==> config.mk <==
export PLATFORM = sky130hd
export DESIGN_NAME = serial_adder
export DESIGN_NICKNAME = d
export VERILOG_FILES = /design/src/rtl/serial_adder.sv
export SDC_FILE = /design/constraint.sdc
export NUM_CORES = 1
export LEC_CHECK = 0
export CAP_MARGIN = 30
export CORE_MARGIN = 4
export CORE_UTILIZATION = 40
export CTS_CLUSTER_DIAMETER = 200
export CTS_CLUSTER_SIZE = 24
export DETAILED_ROUTE_END_ITERATION = 12
export GPL_TIMING_DRIVEN = 1
export RECOVER_POWER = 25
export SYNTH_ARGS = -nofsm -noshare
export SYNTH_HDL_FRONTEND = slang
export SYNTH_SLANG_ARGS = --single-unit
==> constraint.sdc <==
create_clock -name clk -period 2.6 [get_ports clk]
set_input_delay 0.52 -clock clk [delete_from_list [all_inputs] [get_ports clk]]
set_output_delay 0.52 -clock clk [all_outputs]
set_load 0.005 [all_outputs]
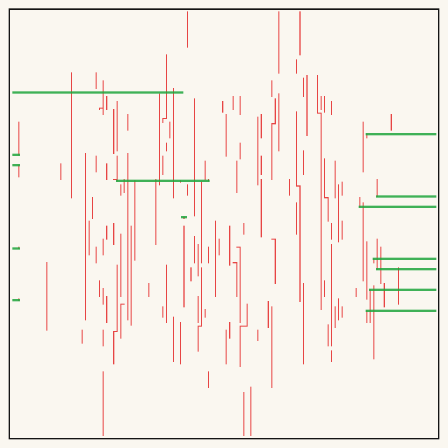
Figure 1: run 1, routed metal, one colour a layer.
Only two layers are drawn.
metal 2: shown in red, wire length 707 um. metal 3: shown in green, wire length 96.6 um.
routed len/inst: 12.1 um
routed wire length: 1.61 mm

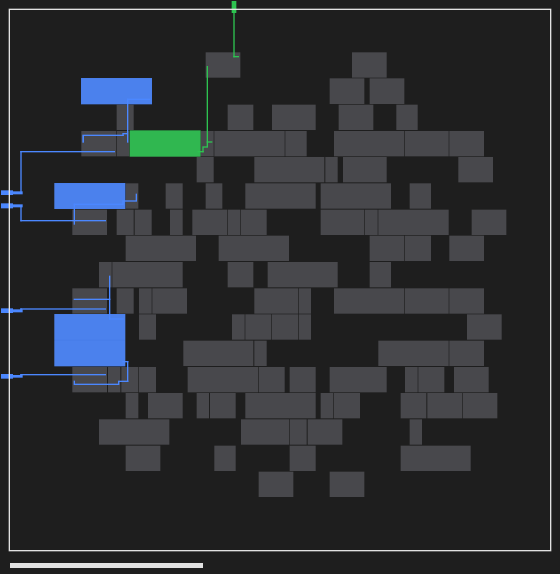
Figure 2: run 1, nets reached from selected ports.
Scale bar: 20 um.
`sum`: shown in blue, direction output, edge left, end cells 4, wire 84.6 um. `cout`: shown in green, direction output, edge top, end cells 1, wire 15.3 um.
Port Buf Inserts: 17
# IOs: 18

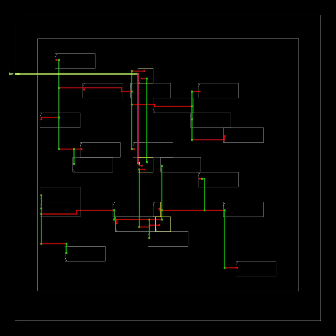
Figure 3: run 1, clock nets.
CTS sink cnt: 21
Power Clock: 151 uW
clock latency on the worst-skew pair: 0.29 ns
cts bufs inserted: 3
registers: 21

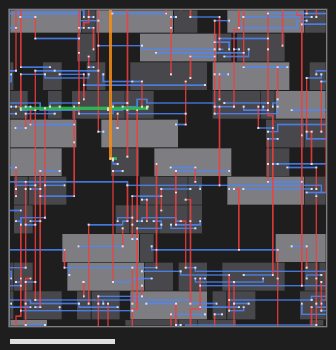
Figure 4: run 1, close-up of the layout.
Scale bar: 10 um. Region (13, 13) to (43, 43) um. Cells in grey, sequential cells in the stronger grey; small squares are vias.
metal 1: shown in blue. metal 2: shown in red. metal 4: shown in orange. metal 3: shown in green.
Sequential cells in the window: 15. Most frequent: dfxtp_1 (15), nor2_1 (10), nand3_1 (5). 56 logic cells have their middle in the window.

==> impl_metrics.json <==
{
  "yosys_warnings": 0,
  "hp-class": "reg -> reg",
  "cts.path.max_buffers": 2,
  "rrSetupSlack_ns": 1.29,
  "slew_viol_final": 0,
  "place_congestion": 0.676,
  "hold_viol_final": 0,
  "hold_depth": 2,
  "overflow": 0,
  "tool_warnings": 26,
  "yosysUniqueCellTypes": 24,
  "finalClockPeriodUsage_pct": 80.4,
  "final_antenna_net_count": 0,
  "setup_tns_ns": 0,
  "grt_antenna_before_repair": 0,
  "pre_cts_slack_ns": 0.753,
  "via_per_inst": 5.07,
  "ys_seq_share_pct": 45.6,
  "die_height_um": 56.0,
  "whs_ns": 0.469,
  "period_needed_ns": 2.09,
  "end_kind": "output pin",
  "area_leaders": "dfxtp_1 46%, mux2i_1 11%, a211oi_2 8.1%",
  "postCtsHoldBufs": 0,
  "fp_util_pct": 41.7,
  "setup_slack_ns": 0.509,
  "grt_pass1_vias": 698,
  "setup_viol": 0,
  "maxSlewHeadroom_pct": 41.2,
  "chip_area_um2": 3140,
  "grt_first_pass_wirelength_mm": 2.96,
  "cp.required_ns": 2.08,
  "ys_cells": 89,
  "fin_area_um2": 1110,
  "netlist_top_cells_count": "21 x dfxtp_1, 12 x nor2_1, 10 x mux2i_1",
  "final_nets": 119,
  "edf_count": 0,
  "pwr-share-seq_pct": 59.5,
  "top_area_cell": "dfxtp_1",
  "synth.avg_cell_area_um2": 10.4,
  "clock_power_share_pct": 26.1,
  "syn-instance-count": 89,
  "synth_top_area_share_pct": 45.6,
  "rsz0062_at_grt": "false",
  "post_cts_buffers": 0,
  "die_x_um": 56.0,
  "async_flop_share_pct": 0,
  "postLayoutCoreUtil_pct": 50.0,
  "rows": 17,
  "track_usage_pct": 11.7,
  "hpwl_mm": 1.11,
  "crit_type": "reg -> out",
  "via_count": 674,
  "startpoint_type": "flip-flop",
  "path_max_fanout": 12,
  "worstPathArrival_ns": 1.57,
  "run_status": "finished clean",
  "placed_area_um2": 1080,
  "synthesis.nets": 102,
  "peakVddDrop_mv": 0.316,
  "core_area_um2": 2210,
  "synthFlopType": "dfxtp_1",
  "finalClockSkew_ns": 0.00189,
  "reg2regPathDepth": 4,
  "drcViolationCount": 0,
  "netlist_area_um2": 922,
  "clk_pin_slew_ns": 0.11,
  "p_int_uw": 439,
  "cts_tree": "yes",
  "most_common_cell": "dfxtp_1",
  "total_leakage_power_uw": 0.000404,
  "diodes": 0,
  "ys_area_um2": 922,
  "layout-drive-gt1-share_pct": 14.3,
  "htreeDepth": 1,
  "ys.flops": 21,
  "drtIter0Drc": 12,
  "syn2layout_area_growth_pct": 19.9,
  "grt_max_degree": 22,
  "swShare_pct": 24.3,
  "power-per-cell-area_nw_per_um2": 525,
  "postCtsResizedCells": 0,
  "max_freq_ghz": 0.478,
  "power.share.combinational_pct": 14.4,
  "power.switching_uw": 141,
  "worst_slew_pin_slew_ns": 0.880
}
==> run 1: cell families (layout without fill, tap and decap cells) <==
family / count (synthesis) / in the layout / share of synthesized area (%)
AOI/OAI and AO/OA: 18 / 18 / 17.5
adders and majority gates: 2 / 2 / 3.53
buffers and inverters: 7 / 23 / 5.83
DFF: 21 / 21 / 45.6
muxes: 10 / 10 / 10.9
and+or+nand+nor: 31 / 31 / 16.7
==> run 1: worst max-delay path, stage by stage, from the launching register on <==
cell,delay [ns]
dfxtp_1,0.39
nor2b_4,0.31
clkdlybuf4s50_1,0.57
==> run 1: placed cells by master, fill, tap and decap left out, drive strengths merged, types with 2 or more instances in the layout <==
| cell | instances |
|---|---|
| a211oi | 6 |
| a21oi | 5 |
| a22oi | 5 |
| clkbuf | 4 |
| clkdlybuf4s50 | 16 |
| dfxtp | 21 |
| mux2i | 10 |
| nand2 | 5 |
| nand3 | 5 |
| nor2 | 16 |
| nor2b | 2 |
==> run 1: final cells by class <==
type | count | area, um^2
well taps | 28 | 35.0
clock buffers | 4 | 26.3
fillers | 231 | 1110
multi-input cells | 61 | 443
repair buffers | 18 | 178
inverters | 1 | 3.75
flip-flops and latches | 21 | 420
==> run 1: power groups by stage <==
| stage | combinational (uW) | sequential [uW] | clock (uW) |
|---|---|---|---|
| 3_3_place_gp | 84.6 | 353 | 0 |
| 2_1_floorplan | 64.5 | 352 | 0 |
| 3_5_place_dp | 84.8 | 354 | 0 |
| 5_1_grt | 93.6 | 348 | 172 |
| 6_report | 83.4 | 346 | 151 |
| 4_1_cts | 85.9 | 346 | 163 |
==> run 1: per-stage QoR <==
| step | total power, uW | std cells |
|---|---|---|
| 6_report | 581 | 133 |
| 5_1_grt | 613 | 133 |
| 4_1_cts | 595 | 133 |
| 3_5_place_dp | 438 | 129 |
| 3_3_place_gp | 438 | 129 |
| 2_1_floorplan | 416 | 89 |
==> run 1: metal layers <==
metal  track usage (%)  routed length (um)  share of wire [%]
met2              17.5                 706                 44
met1              15.0                 792                 49
met3              3.71                  96                6.0
met4              6.10                  16               0.99
met5                 0                   0                  0
Power is estimated from default activity; no workload was simulated.
